<file path="src/rtl/pcu_pkg.sv">
// Shared types and helpers for the program-counter fetch unit.
package pcu_pkg;

  typedef enum logic [1:0] {
    S_BOOT = 2'd0,
    S_RUN  = 2'd1,
    S_HALT = 2'd2
  } pcu_state_e;

  // Bytes covered by one fetch packet.
  function automatic int unsigned fetch_bytes(input int unsigned fetch_width);
    return fetch_width * 4;
  endfunction

  // Number of address bits below the packet boundary (log2 of fetch_bytes).
  function automatic int unsigned off_width(input int unsigned fetch_width);
    return $clog2(fetch_width * 4);
  endfunction

  // Lane `lane` holds a fetch-target instruction when it is at or above the entry lane.
  function automatic logic lane_mask_bit(input logic [2:0] entry_lane, input int unsigned lane);
    return lane >= 32'(entry_lane);
  endfunction

endpackage

</file>
<file path="src/rtl/pcu_lane_mask.sv">
// Combinational entry-lane offset to thermometer lane mask.
module pcu_lane_mask
  import pcu_pkg::*;
#(
  parameter int unsigned FETCH_WIDTH = 2
) (
  input  logic [2:0]             offset,
  output logic [FETCH_WIDTH-1:0] mask
);

  // Every lane at or above the entry lane carries a live instruction.
  always_comb begin
    mask = '0;
    for (int unsigned i = 0; i < FETCH_WIDTH; i++) begin
      mask[i] = lane_mask_bit(offset, i);
    end
  end

endmodule

</file>
<file path="src/rtl/pcu_fetch_gen.sv">
// Program-counter unit producing aligned multi-lane fetch packets with a
// valid/ready handshake, redirect epochs and a halt state.
// Optional feature macro: PCU_MISALIGN_CHK_EN (adds fault_o and rejects
// redirect targets that are not 4-byte aligned).
module pcu_fetch_gen
  import pcu_pkg::*;
#(
  parameter int unsigned     XLEN        = 32,
  parameter int unsigned     FETCH_WIDTH = 2,
  parameter logic [XLEN-1:0] RESET_ADDR  = '0,
  parameter int unsigned     EPOCH_W     = 2
) (
  input  logic                   clk,
  input  logic                   reset,
  input  logic                   redirect_valid_i,
  input  logic [XLEN-1:0]        redirect_addr_i,
  input  logic                   halt_i,
  input  logic                   ready_i,
  output logic                   valid_o,
  output logic [XLEN-1:0]        instAddr_o,
  output logic [FETCH_WIDTH-1:0] laneMask_o,
  output logic [EPOCH_W-1:0]     epoch_o
`ifdef PCU_MISALIGN_CHK_EN
  ,
  output logic                   fault_o
`endif
);

  localparam int unsigned     FetchBytes = fetch_bytes(FETCH_WIDTH);
  localparam logic [XLEN-1:0] AlignMask  = ~XLEN'(FetchBytes - 1);
  localparam logic [XLEN-1:0] InstMask   = ~XLEN'(3);

  pcu_state_e             state_q, state_d;
  logic [XLEN-1:0]        pc_q, pc_d;
  logic [EPOCH_W-1:0]     epoch_q, epoch_d;
  logic [FETCH_WIDTH-1:0] mask_q, mask_d, lane_mask;
  logic [2:0]             lane_off_d;
  logic                   fire;
`ifdef PCU_MISALIGN_CHK_EN
  logic                   fault_q, fault_d;
`endif

  assign valid_o    = (state_q == S_RUN);
  assign instAddr_o = pc_q & AlignMask;
  assign laneMask_o = mask_q;
  assign epoch_o    = epoch_q;
  assign fire       = valid_o & ready_i;
`ifdef PCU_MISALIGN_CHK_EN
  assign fault_o    = fault_q;
`endif

  // Next state: redirect beats halt, halt beats advance, otherwise hold.
  always_comb begin
    state_d = state_q;
    pc_d    = pc_q;
    epoch_d = epoch_q;
`ifdef PCU_MISALIGN_CHK_EN
    fault_d = 1'b0;
`endif
    if (redirect_valid_i) begin
      epoch_d = epoch_q + EPOCH_W'(1);
`ifdef PCU_MISALIGN_CHK_EN
      if (redirect_addr_i[1:0] != 2'b00) begin
        // Rejected target: park until software supplies an aligned redirect.
        fault_d = 1'b1;
        state_d = S_HALT;
      end else begin
        pc_d    = redirect_addr_i & InstMask;
        state_d = S_RUN;
      end
`else
      pc_d    = redirect_addr_i & InstMask;
      state_d = S_RUN;
`endif
    end else begin
      unique case (state_q)
        S_BOOT: state_d = S_RUN;
        S_RUN: begin
          // A packet accepted alongside halt still advances the pc.
          if (fire) pc_d = instAddr_o + XLEN'(FetchBytes);
          if (halt_i) state_d = S_HALT;
        end
        S_HALT: state_d = S_HALT;
        default: state_d = S_BOOT;
      endcase
    end
  end

  assign lane_off_d = 3'((pc_d & ~AlignMask) >> 2);

  pcu_lane_mask #(
    .FETCH_WIDTH(FETCH_WIDTH)
  ) u_lane_mask (
    .offset(lane_off_d),
    .mask  (lane_mask)
  );

  // Mask is only meaningful for a valid packet.
  assign mask_d = (state_d == S_RUN) ? lane_mask : '0;

  // State and output registers with synchronous reset.
  always_ff @(posedge clk) begin
    if (reset) begin
      state_q <= S_BOOT;
      pc_q    <= RESET_ADDR;
      epoch_q <= '0;
      mask_q  <= '0;
`ifdef PCU_MISALIGN_CHK_EN
      fault_q <= 1'b0;
`endif
    end else begin
      state_q <= state_d;
      pc_q    <= pc_d;
      epoch_q <= epoch_d;
      mask_q  <= mask_d;
`ifdef PCU_MISALIGN_CHK_EN
      fault_q <= fault_d;
`endif
    end
  end

endmodule

</file>
<file path="config.mk">
export PLATFORM = sky130hd
export DESIGN_NAME = pcu_fetch_gen
export DESIGN_NICKNAME = d
export VERILOG_FILES = /design/src/rtl/pcu_pkg.sv /design/src/rtl/pcu_lane_mask.sv /design/src/rtl/pcu_fetch_gen.sv
export SDC_FILE = /design/constraint.sdc
export NUM_CORES = 1
export LEC_CHECK = 0
export ABC_AREA = 0
export CORE_MARGIN = 5
export CORE_UTILIZATION = 46
export CTS_CLUSTER_DIAMETER = 120
export DETAILED_ROUTE_END_ITERATION = 8
export PLACE_DENSITY = 0.88
export REMOVE_ABC_BUFFERS = 1
export SETUP_SLACK_MARGIN = 0.02
export SLEW_MARGIN = 20
export SYNTH_ARGS = -nofsm -noshare
export SYNTH_HDL_FRONTEND = slang
export SYNTH_HIERARCHICAL = 1
export SYNTH_SLANG_ARGS = --single-unit
</file>
<file path="constraint.sdc">
create_clock -name clk -period 2.7 [get_ports clk]
set_input_delay 0.405 -clock clk [delete_from_list [all_inputs] [get_ports clk]]
set_output_delay 0.405 -clock clk [all_outputs]
set_load 0.02 [all_outputs]
</file>
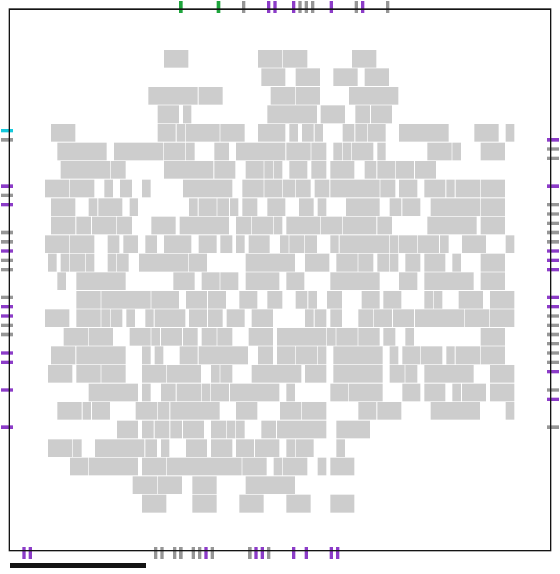
Fig. 1. Pin placement (run 1).
Bar = 20 um. Pins as bars across the die edge, other pins in grey.
Key: green = `epoch_o` [pins 2, direction output, edge north]; cyan = `clk` [pins 1, direction input, edge west]; purple = `redirect_addr_i` [pins 32, direction input, edge 9 south, 9 west, 9 east, 5 north]

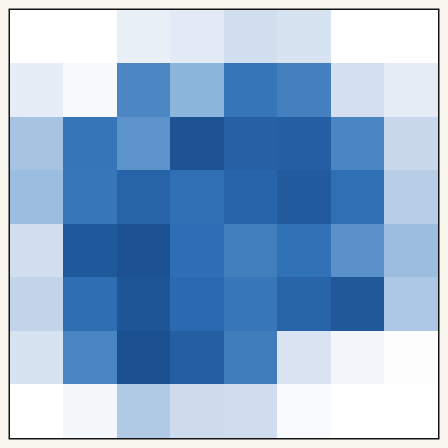
Fig. 2. Local utilization (run 1).
8 x 8 tiles, from white (low) to dark blue (high), 0 to 100% covered.
13% of the tiles are nearly empty. The emptiest ninth of the die: south-east. The densest ninth of the die: centre. 22% of the tiles are over 75% full. The mean over all tiles is 45%.

==> flow_summary.ini, run 1 <==
; yosys + openroad results
[run_status]
status = finished, final reports clean

[drt]
postRouteAntennaNets = 0
wl_per_cell_um = 15.88
first_iter_violations = 195
drt-total-wl_mm = 5.859
route.detailed.drc = 0
drt-pass1-iter-count = 4
vias = 2137
routed_via_density = 5.791

[layout]
sh_seq_area = 0.2511
antenna_cells = 0
signal_buffers = 77
nets = 352
dominant_cells = multi-input combinational cells
inv_count = 7
mostFrequentLayoutCells = clkdlybuf4s50_1 (68), dfxtp_1 (36), nor2_1 (29)
comb_cells = 187
syn2layout_area_growth_pct = 30.19
flops = 36
clock_buffers = 7
drive_gt1_frac = 0.07619
clk_share = 0.04403
sh_comb_area = 0.4071
final-seq-area_um2 = 720.7
layout_top_cell = clkdlybuf4s50_1
buf_share = 0.2650
logic_area_um2 = 1169

[cts]
cts_setup_buffers = 0
clk_transition_reported_paths_ns = 0.07
clock-sinks = 36
cts.repair.resized = 0
root_buffer = clkbuf_8
clock.latency.late_pin_ns = 0.29
hold_buffers = 0
cts.path.max_buffers = 2
cts_tree = built
h-tree-depth = 2
cts_made_buffers = 5

[worst_setup_path]
path_cells = nand4_1 > or4_1 > or4_1 > a311oi_1
crit_type = reg -> reg
crit_path_frequent_cell = or4_1
critPathBufInv = 0
rr_worst_depth = 4
critPathMaxStageDelay_ns = 0.73
startpoint_type = register
cp.required_ns = 2.91
cp_num_cells = 4
cp.arrival_ns = 2.51
critPathMaxFanout = 8
cp_top_family = simple AND/OR/NAND/NOR gates
crit_path_end_kind = register
critPathSlowestCell = or4_1

[grt]
antenna_found_initial = 0
grt_max_degree = 31
grt_pass1_wl_mm = 9.625
grt_usage = 0.1925
grt_pass1_vias = 2028
overflow = 0

[placement]
post-place-ws_ns = 0.1601
io_buffers = 68
place.detailed.hpwl_mm = 4.211
gp_congestion = 0.8751

[final_timing]
final.min_clock_period_ns = 2.302
finalCritPeriodShare = 0.8526
timing.final.ws_setup_ns = 0.3981
final-hold-violation-count = 0
rsz0062_at_grt = false
setup-violations-final = 0
slew_viol_final = 0
timing.fmax_mhz = 434.4
fin_hold_ws_ns = 0.5246
fin_setup_tns_ns = 0
clock_skew_ns = 0.008466

[synth]
synth-simple-area-share = 0.2843
edf_count = 0
ys_chip_area_um2 = 2205
syn_area_um2 = 2205
synth_seq_share = 0.3269
synth-xor-area-share = 0.04370
synth-compound-area-share = 0.1793
synthArstFlopShare = 0
syn_inst = 272
yosysWarnings = 6
fa_ha_area_frac = 0.005675
flop_cell = dfxtp_1
area_leaders = dfxtp_1 (33%), buf_4 (11%), nor2_1 (4.9%)
top_cell_area_share = 0.3269
mux_share = 0.005108
synthTopLogicFamily = simple AND/OR/NAND/NOR gates
top_area_cell = dfxtp_1
synth_stat.cells = 272
yosys.cell_types.count = 50
synth.avg_cell_area_um2 = 8.105
numSynthFlops = 36

[power_and_ir_drop]
powerClk_mw = 0.527
power.density_nw_per_um2 = 497.5
p_switching_mw = 0.3832
combPwrFrac = 0.199
maxPowerGroup = registers
peakVddDrop_v = 0.0003252
power.share.clock = 0.369
switching_share = 0.2684
p_seq_mw = 0.617
comb-power_mw = 0.285
p_leak_nw = 0.9941
p_int_mw = 1.045
power_frac_seq = 0.432

[worst_hold_path]
hold_class = reg -> reg
hold-path-cell-count = 2

[floorplanning]
die_h_um = 79.23
io_pins = 74
fp_util = 0.4699
die_x_um = 79.23
dieArea_um2 = 6277

[run]
drv_cap = 0
openroad.warnings = 27
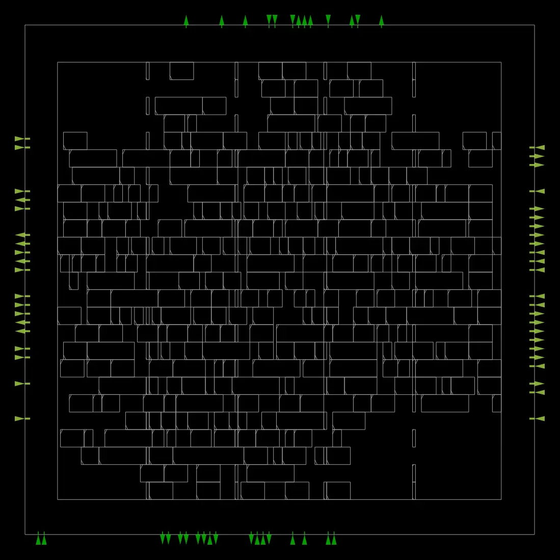
Fig. 3. Cell placement (run 1).
Fillers: 415
Core Area: 4692 um2
num rows: 25
Tap Cells: 54
final core utilization: 0.6117

-- run 1: path summary, 6_finish.rpt --
check / start / to / slack (ns)
max: pc_q[6] / pc_q[30] / 0.40
min: epoch_o[1] / epoch_o[1] / 0.52
max reg2reg: pc_q[6] / pc_q[30] / 0.40
min reg2reg: epoch_o[1] / epoch_o[1] / 0.52
-- run 1: through the flow --
step	total power, mW	cells	instance area, um2
6_report	1.428	369	2870
5_1_grt	1.489	369	2870
4_1_cts	1.436	369	2870
3_5_place_dp	0.9101	361	2744
3_3_place_gp	0.9038	361	2744
2_1_floorplan	0.7453	230	1916
-- run 1: per-layer routing --
layer  global-route usage  vias to the layer above  wire length (um)
li1                     -                     1048                 -
met1               0.2389                      971              2541
met2               0.3081                       99              2671
met3              0.05102                       19               490
met4              0.09278                        0               156
met5                    0                        -                 0
-- run 1: synthesized netlist by cell type (2+ instances only) --
cell type / count
or3_1: 8
or4_1: 10
a211oi_1: 7
nor2_1: 29
nand4b_1: 4
xor2_1: 3
and3_1: 6
clkbuf_1: 10
nand4_1: 5
and2_1: 3
o41ai_1: 2
a311oi_1: 12
nand3_1: 7
nand2_1: 21
o21ai_0: 2
xnor2_1: 8
o21ai_1: 6
nor3_1: 5
o211a_1: 2
dfxtp_1: 36
nor4_1: 6
buf_4: 32
o31ai_1: 8
buf_1: 2
buf_2: 3
inv_1: 6
a21oi_1: 5
nor2b_1: 2
-- run 1: worst register-to-register path: stages, from the launching register on --
cell	delay (ns)
dfxtp_1	0.40
nand4_1	0.33
or4_1	0.73
or4_1	0.50
a311oi_1	0.26
-- run 1: registers in the layout, summed over array words and instances, names as in the netlist --
register    count
epoch_o         2
laneMask_o      2
pc_q           30
state_q         2
==> run 1 -> run 2 <==
- CTS_BUF_LIST: unset -> sky130_fd_sc_hd__clkbuf_16
- CTS_CLUSTER_DIAMETER: 120 -> 80
==> flow_summary.ini, run 2 <==
; yosys + openroad results
[run_status]
status = finished, final reports clean

[layout]
syn2layout_area_growth_pct = 31.84
fin_cells = 369
fin_area_um2 = 2907
regMostFlops = pc_q
layout_top_cell = clkdlybuf4s50_1
drive_gt1_frac = 0.06984

[cts]
cts_setup_buffers = 0
root_buffer = clkbuf_16
cts_tree = built
h-tree-depth = 2
clk_transition_reported_paths_ns = 0.06
cts.repair.resized = 0

[placement]
io_buffers = 68
post-place-ws_ns = 0.1601
place_inst = 361
place_area_um2 = 2744
place.detailed.hpwl_mm = 4.211

[drt]
route.detailed.drc = 0
wl_per_cell_um = 15.68
first_iter_violations = 157
postRouteAntennaNets = 0
vias = 2121
drt-total-wl_mm = 5.786
routed_via_density = 5.748

[final_timing]
final-hold-violation-count = 0
timing.final.ws_setup_ns = 0.4243
slew_viol_final = 0
rsz0062_at_grt = false
setup-violations-final = 0

[grt]
antenna_found_initial = 0
overflow = 0

[power_and_ir_drop]
p_leak_nw = 1.009
power.share.clock = 0.420
p_int_mw = 1.149
peakVddDrop_v = 0.0003291
combPwrFrac = 0.183
p_switching_mw = 0.4041
power.total_mw = 1.553

[synth]
yosysWarnings = 6
synthArstFlopShare = 0
ys_chip_area_um2 = 2205
synth_seq_share = 0.3269
top_cell_area_share = 0.3269
syn_inst = 272
synth.avg_cell_area_um2 = 8.105
synthTopCellsByCount = dfxtp_1 (36), buf_4 (32), nor2_1 (29), nand2_1 (21), a311oi_1 (12)
synth_top_cell_by_count = dfxtp_1

[worst_setup_path]
path_cells = nand4_1 > or4_1 > or4_1 > a311oi_1
critPathSlowestCell = or4_1
r2r_slack_ns = 0.42
cp.arrival_ns = 2.47
critPathMaxStageDelay_ns = 0.72
crit_type = reg -> reg
cp.required_ns = 2.89

[floorplanning]
die_h_um = 79.23
rows = 25
die_x_um = 79.23

[run]
openroad.warnings = 27
drv_cap = 0

[worst_hold_path]
hold_class = reg -> reg
## run 2: cell counts after synthesis
No cell type changed its count.
## run 2: final cells by class
class                      count  share of cell area
inverter                       7            0.009040
timing repair buffer          77              0.2617
clock inverter                 3             0.01291
multi-input combinational    187              0.4021
sequential                    36              0.2480
clock buffer                   5             0.04305
tap                           54             0.02325
## run 2: worst paths after layout
path                                  from         end  depth (start not counted)
worst max-delay path               pc_q[6]    pc_q[30]                          4
worst min-delay path            epoch_o[1]  epoch_o[1]                          2
worst max register to register     pc_q[6]    pc_q[30]                          4
worst min register to register  epoch_o[1]  epoch_o[1]                          2
## run 2: logic make-up after synthesis
logic type / after synthesis / share of synthesized area
adder cells (fa/ha/maj): 1 / 0.005674
other: 1 / 0.001701
multiplexers: 1 / 0.005107
buffers and inverters: 55 / 0.1532
flip-flops: 36 / 0.3269
XOR/XNOR: 11 / 0.04370
AND/OR/NAND/NOR: 115 / 0.2843
AND-OR/OR-AND: 52 / 0.1793
## run 2: worst max-delay path, delay by kind of cell (launching register included)
| kind | cells | cell delay, ns |
|---|---|---|
| flip-flops | 1 | 0.40 |
| AND/OR/NAND/NOR | 3 | 1.52 |
| AND-OR/OR-AND | 1 | 0.26 |
## run 2: metal layers
layer	vias up	GRT usage	routed length [um]
li1	1048	-	-
met1	977	0.2291	2484
met2	88	0.3072	2710
met3	8	0.04989	491
met4	0	0.09794	99
met5	-	0	0
## run 2: power by group through the flow
stage          registers, mW  clock network (mW)  logic, mW
3_5_place_dp           0.626                   0      0.284
4_1_cts                0.616               0.656      0.286
2_1_floorplan          0.658                   0     0.0871
6_report               0.617               0.652      0.284
3_3_place_gp           0.624                   0      0.279
5_1_grt                0.623               0.682      0.306
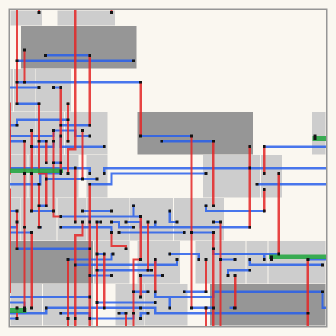
Fig. 4. Close-up of the layout (run 2).
Window x 49 to 69, y 49 to 69 um. Cells in grey, sequential cells in the stronger grey; small squares are vias.
Key: red = metal 2; green = metal 3; blue = metal 1
Most frequent: dfxtp_1 (4). Netlist names of flops here include `pc_q` (4). Sequential cells in the window: 4. 28 logic cells have their middle in the window.

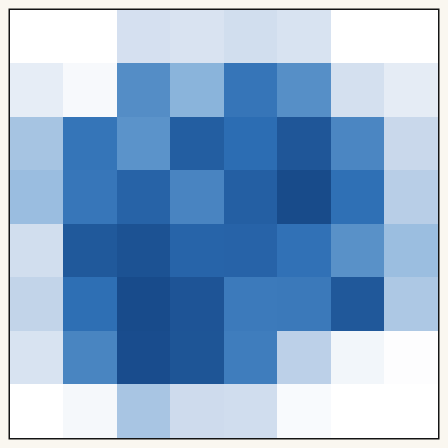
Fig. 5. Local utilization (run 2).
8 x 8 tiles, from white (low) to dark blue (high), 0 to 100% covered.
The mean over all tiles is 45%. The fullest tile reaches 89%. 13% of the tiles are nearly empty. 23% of the tiles are over 75% full. The densest ninth of the die: centre.

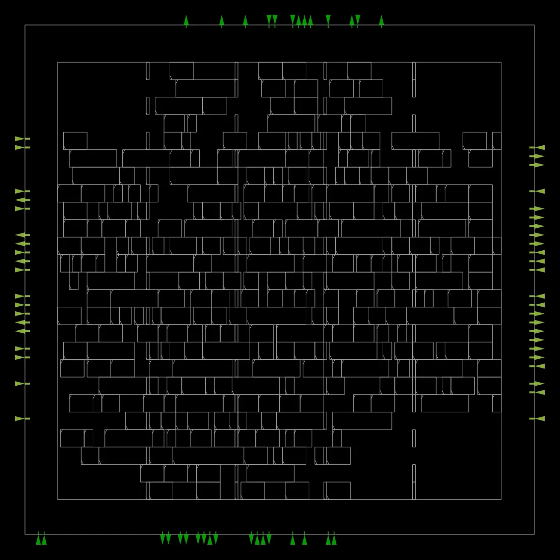
Fig. 6. Cell placement (run 2).
final core utilization: 0.6195
sequential cell area share: 0.2480
Fillers: 406

==> run 2 -> run 3 <==
- clock period: 2.7 -> 2.2 ns (I/O delays scaled with it)
==> flow_summary.ini, run 3 <==
; yosys + openroad results
[run_status]
status = finished, final reports clean

[cts]
cts_made_buffers = 5
root_buffer = clkbuf_16
clk_transition_reported_paths_ns = 0.06
cts_setup_buffers = 0
clock.latency.late_pin_ns = 0.28
h-tree-depth = 2
cts_tree = built
clock-sinks = 36

[final_timing]
final-hold-violation-count = 0
slew_viol_final = 0
rsz0062_at_grt = true
setup-violations-final = 0
clock_skew_ns = 0.005303

[layout]
nets = 373
syn2layout_area_growth_pct = 38.48
drive_gt1_frac = 0.1493
regMostFlops = pc_q
largest_reg_flops = 30
layout_top_cell = clkdlybuf4s50_1
fin_area_um2 = 3053

[synth]
synthArstFlopShare = 0
top_cell_area_share = 0.3269
synth_top_cell_by_count = dfxtp_1
synth_stat.cells = 272
yosys.cell_types.count = 50
yosysWarnings = 6
top_area_cell = dfxtp_1
synthTopCellsByCount = dfxtp_1 (36), buf_4 (32), nor2_1 (29), nand2_1 (21), a311oi_1 (12)
synth_seq_share = 0.3269
synth.avg_cell_area_um2 = 8.105
syn_inst = 272
ys_chip_area_um2 = 2205

[worst_hold_path]
hold-path-cell-count = 2
holdPathEnd = epoch_o[1]
hold_class = reg -> reg
hp-start = epoch_o[1]

[drt]
first_iter_violations = 150
vias = 2208
drt-total-wl_mm = 5.953
postRouteAntennaNets = 0
route.detailed.drc = 0
wl_per_cell_um = 15.30
routed_via_density = 5.676

[placement]
io_buffers = 68
gp_congestion = 0.8577
place_area_um2 = 2889
place_inst = 382
place.detailed.hpwl_mm = 4.392

[worst_setup_path]
cp.arrival_ns = 2.29
path_cells = clkdlybuf4s50_1 > buf_4 > nand4b_1 > or4_4 > or3_1 > a2111oi_2
cp.required_ns = 2.38
cp_top_family = simple AND/OR/NAND/NOR gates
reg2reg_from = pc_q[8]
crit_type = in -> reg
critPathSlowestCell = or4_4
critPathMaxFanout = 4
critPathBufInv = 2
r2r_end = pc_q[31]
rr_worst_depth = 5
r2r_slack_ns = 0.11
critPathMaxStageDelay_ns = 0.52

[power_and_ir_drop]
power_frac_seq = 0.415
power.share.clock = 0.374
powerClk_mw = 0.674
peakVddDrop_v = 0.0004892
p_switching_mw = 0.4965
p_leak_nw = 1.100
combPwrFrac = 0.212
comb-power_mw = 0.382
switching_share = 0.2754
maxPowerGroup = registers
p_seq_mw = 0.747
p_int_mw = 1.307
power.total_mw = 1.803

[grt]
antenna_found_initial = 0
grt_max_degree = 29
overflow = 0

[run]
drv_cap = 0
openroad.warnings = 28

[floorplanning]
die_h_um = 79.23
die_x_um = 79.23
rows = 25
## run 3: timing repair
action,4_1_cts,5_1_grt
hold buffers,0,0
endpoints found under the setup margin,1,4
resized,1,6
## run 3: worst max path at each step
stage	start	endpoint	slack [ns]	cells past startpoint
4_1_cts	ready_i	pc_q[24]	0.04	6
2_1_floorplan	pc_q[6]	pc_q[30]	-0.06	4
3_3_place_gp	ready_i	pc_q[30]	-0.22	5
3_5_place_dp	ready_i	pc_q[26]	-0.28	5
5_1_grt	ready_i	pc_q[24]	0.006	6
6_report	ready_i	pc_q[24]	0.09	6
## run 3: metal layers
metal  vias up  wire, um  part of all wire  track usage
li1       1087         -                 -            -
met3        13       444             0.075      0.04875
met4         0       127             0.021      0.08591
met2        88      2773              0.47       0.3258
met1      1020      2607              0.44       0.2462
met5         -         0                 0            0
## run 3: layout make-up
class / instances / area [um2]
sequential: 36 / 721.9
clock inverter: 2 / 8.758
tap: 54 / 67.56
fill: 398 / 1639
multi-input combinational: 187 / 1197
clock buffer: 5 / 125.1
inverter: 7 / 26.28
timing repair buffer: 98 / 905.9
## run 3: worst reg2reg max path, delay by kind of cell, from the launching register on
family,cells,cell delay (ns)
flops,1,0.36
buf+inv,1,0.22
simple gates,4,1.44
## run 3: cell families after synthesis
family	share of synthesized area
simple gates	0.2843
buf+inv	0.1532
compound gates	0.1793
flops	0.3269
xor+xnor	0.04370
fa+ha+maj	0.005674
other cells	0.001701
mux	0.005107
## run 3: through the flow
| stage | TNS (ns) | setup slack (ns) |
|---|---|---|
| detailed placement | -2.469 | -0.2769 |
| global route | 0 | 0.006152 |
| finish | 0 | 0.09035 |
| floorplan | -0.1867 | -0.05867 |
| global placement | -1.524 | -0.2194 |
| CTS | 0 | 0.03514 |
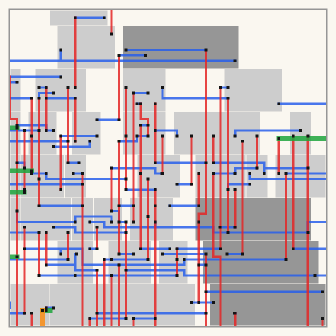
Fig. 7. Close-up of the layout (run 3).
Window x 49 to 69, y 49 to 69 um. Cells in grey, sequential cells in the stronger grey; small squares are vias.
Key: blue = metal 1; green = metal 3; orange = metal 4; red = metal 2
Sequential cells in the window: 4. Most frequent: dfxtp_1 (4). 28 logic cells have their middle in the window. Netlist names of flops here include `pc_q` (4).

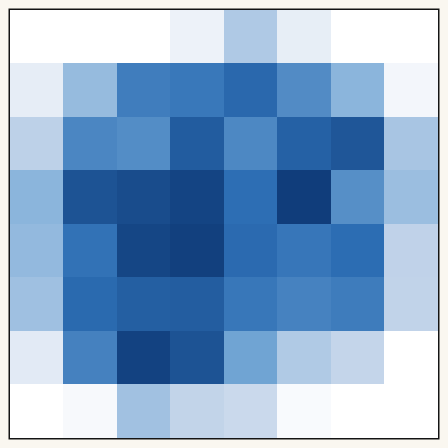
Fig. 8. Local utilization (run 3).
8 x 8 tiles, from white (low) to dark blue (high), 0 to 100% covered.
28% of the tiles are over 75% full. The fullest tile reaches 95%. The densest ninth of the die: centre. The mean over all tiles is 48%.

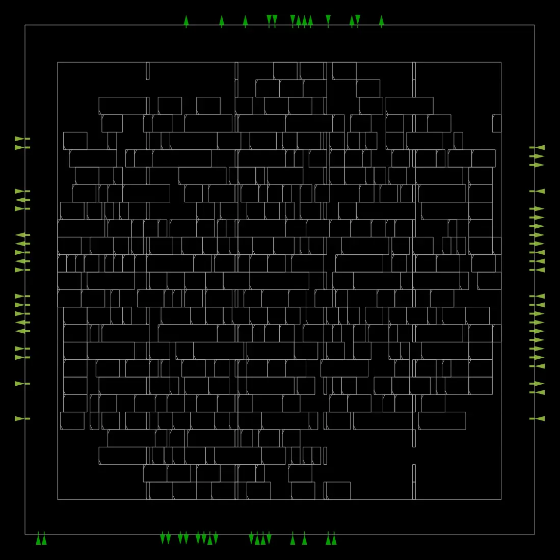
Fig. 9. Cell placement (run 3).
tally of non-filler cells in the final layout: 389
final core utilization: 0.6507
flop count: 36
sequential cell area share: 0.2365
Fillers: 398


==> layout pictures side by side <==
Cells by drive strength.
picture 1
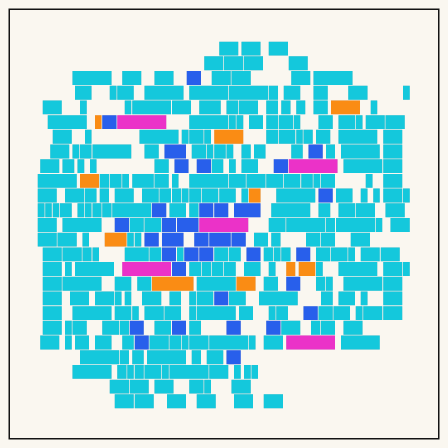
picture 2
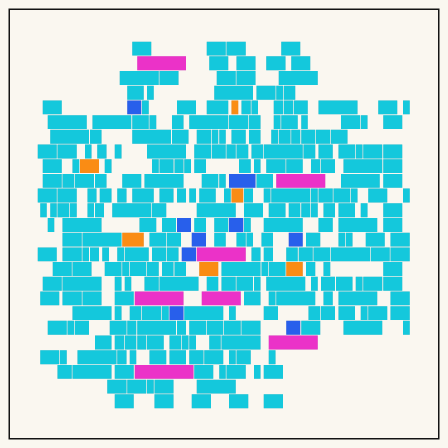
| picture | from |
|---|---|
| picture 1 | run 3 |
| picture 2 | run 2 |

Power is estimated from default activity; no workload was simulated.
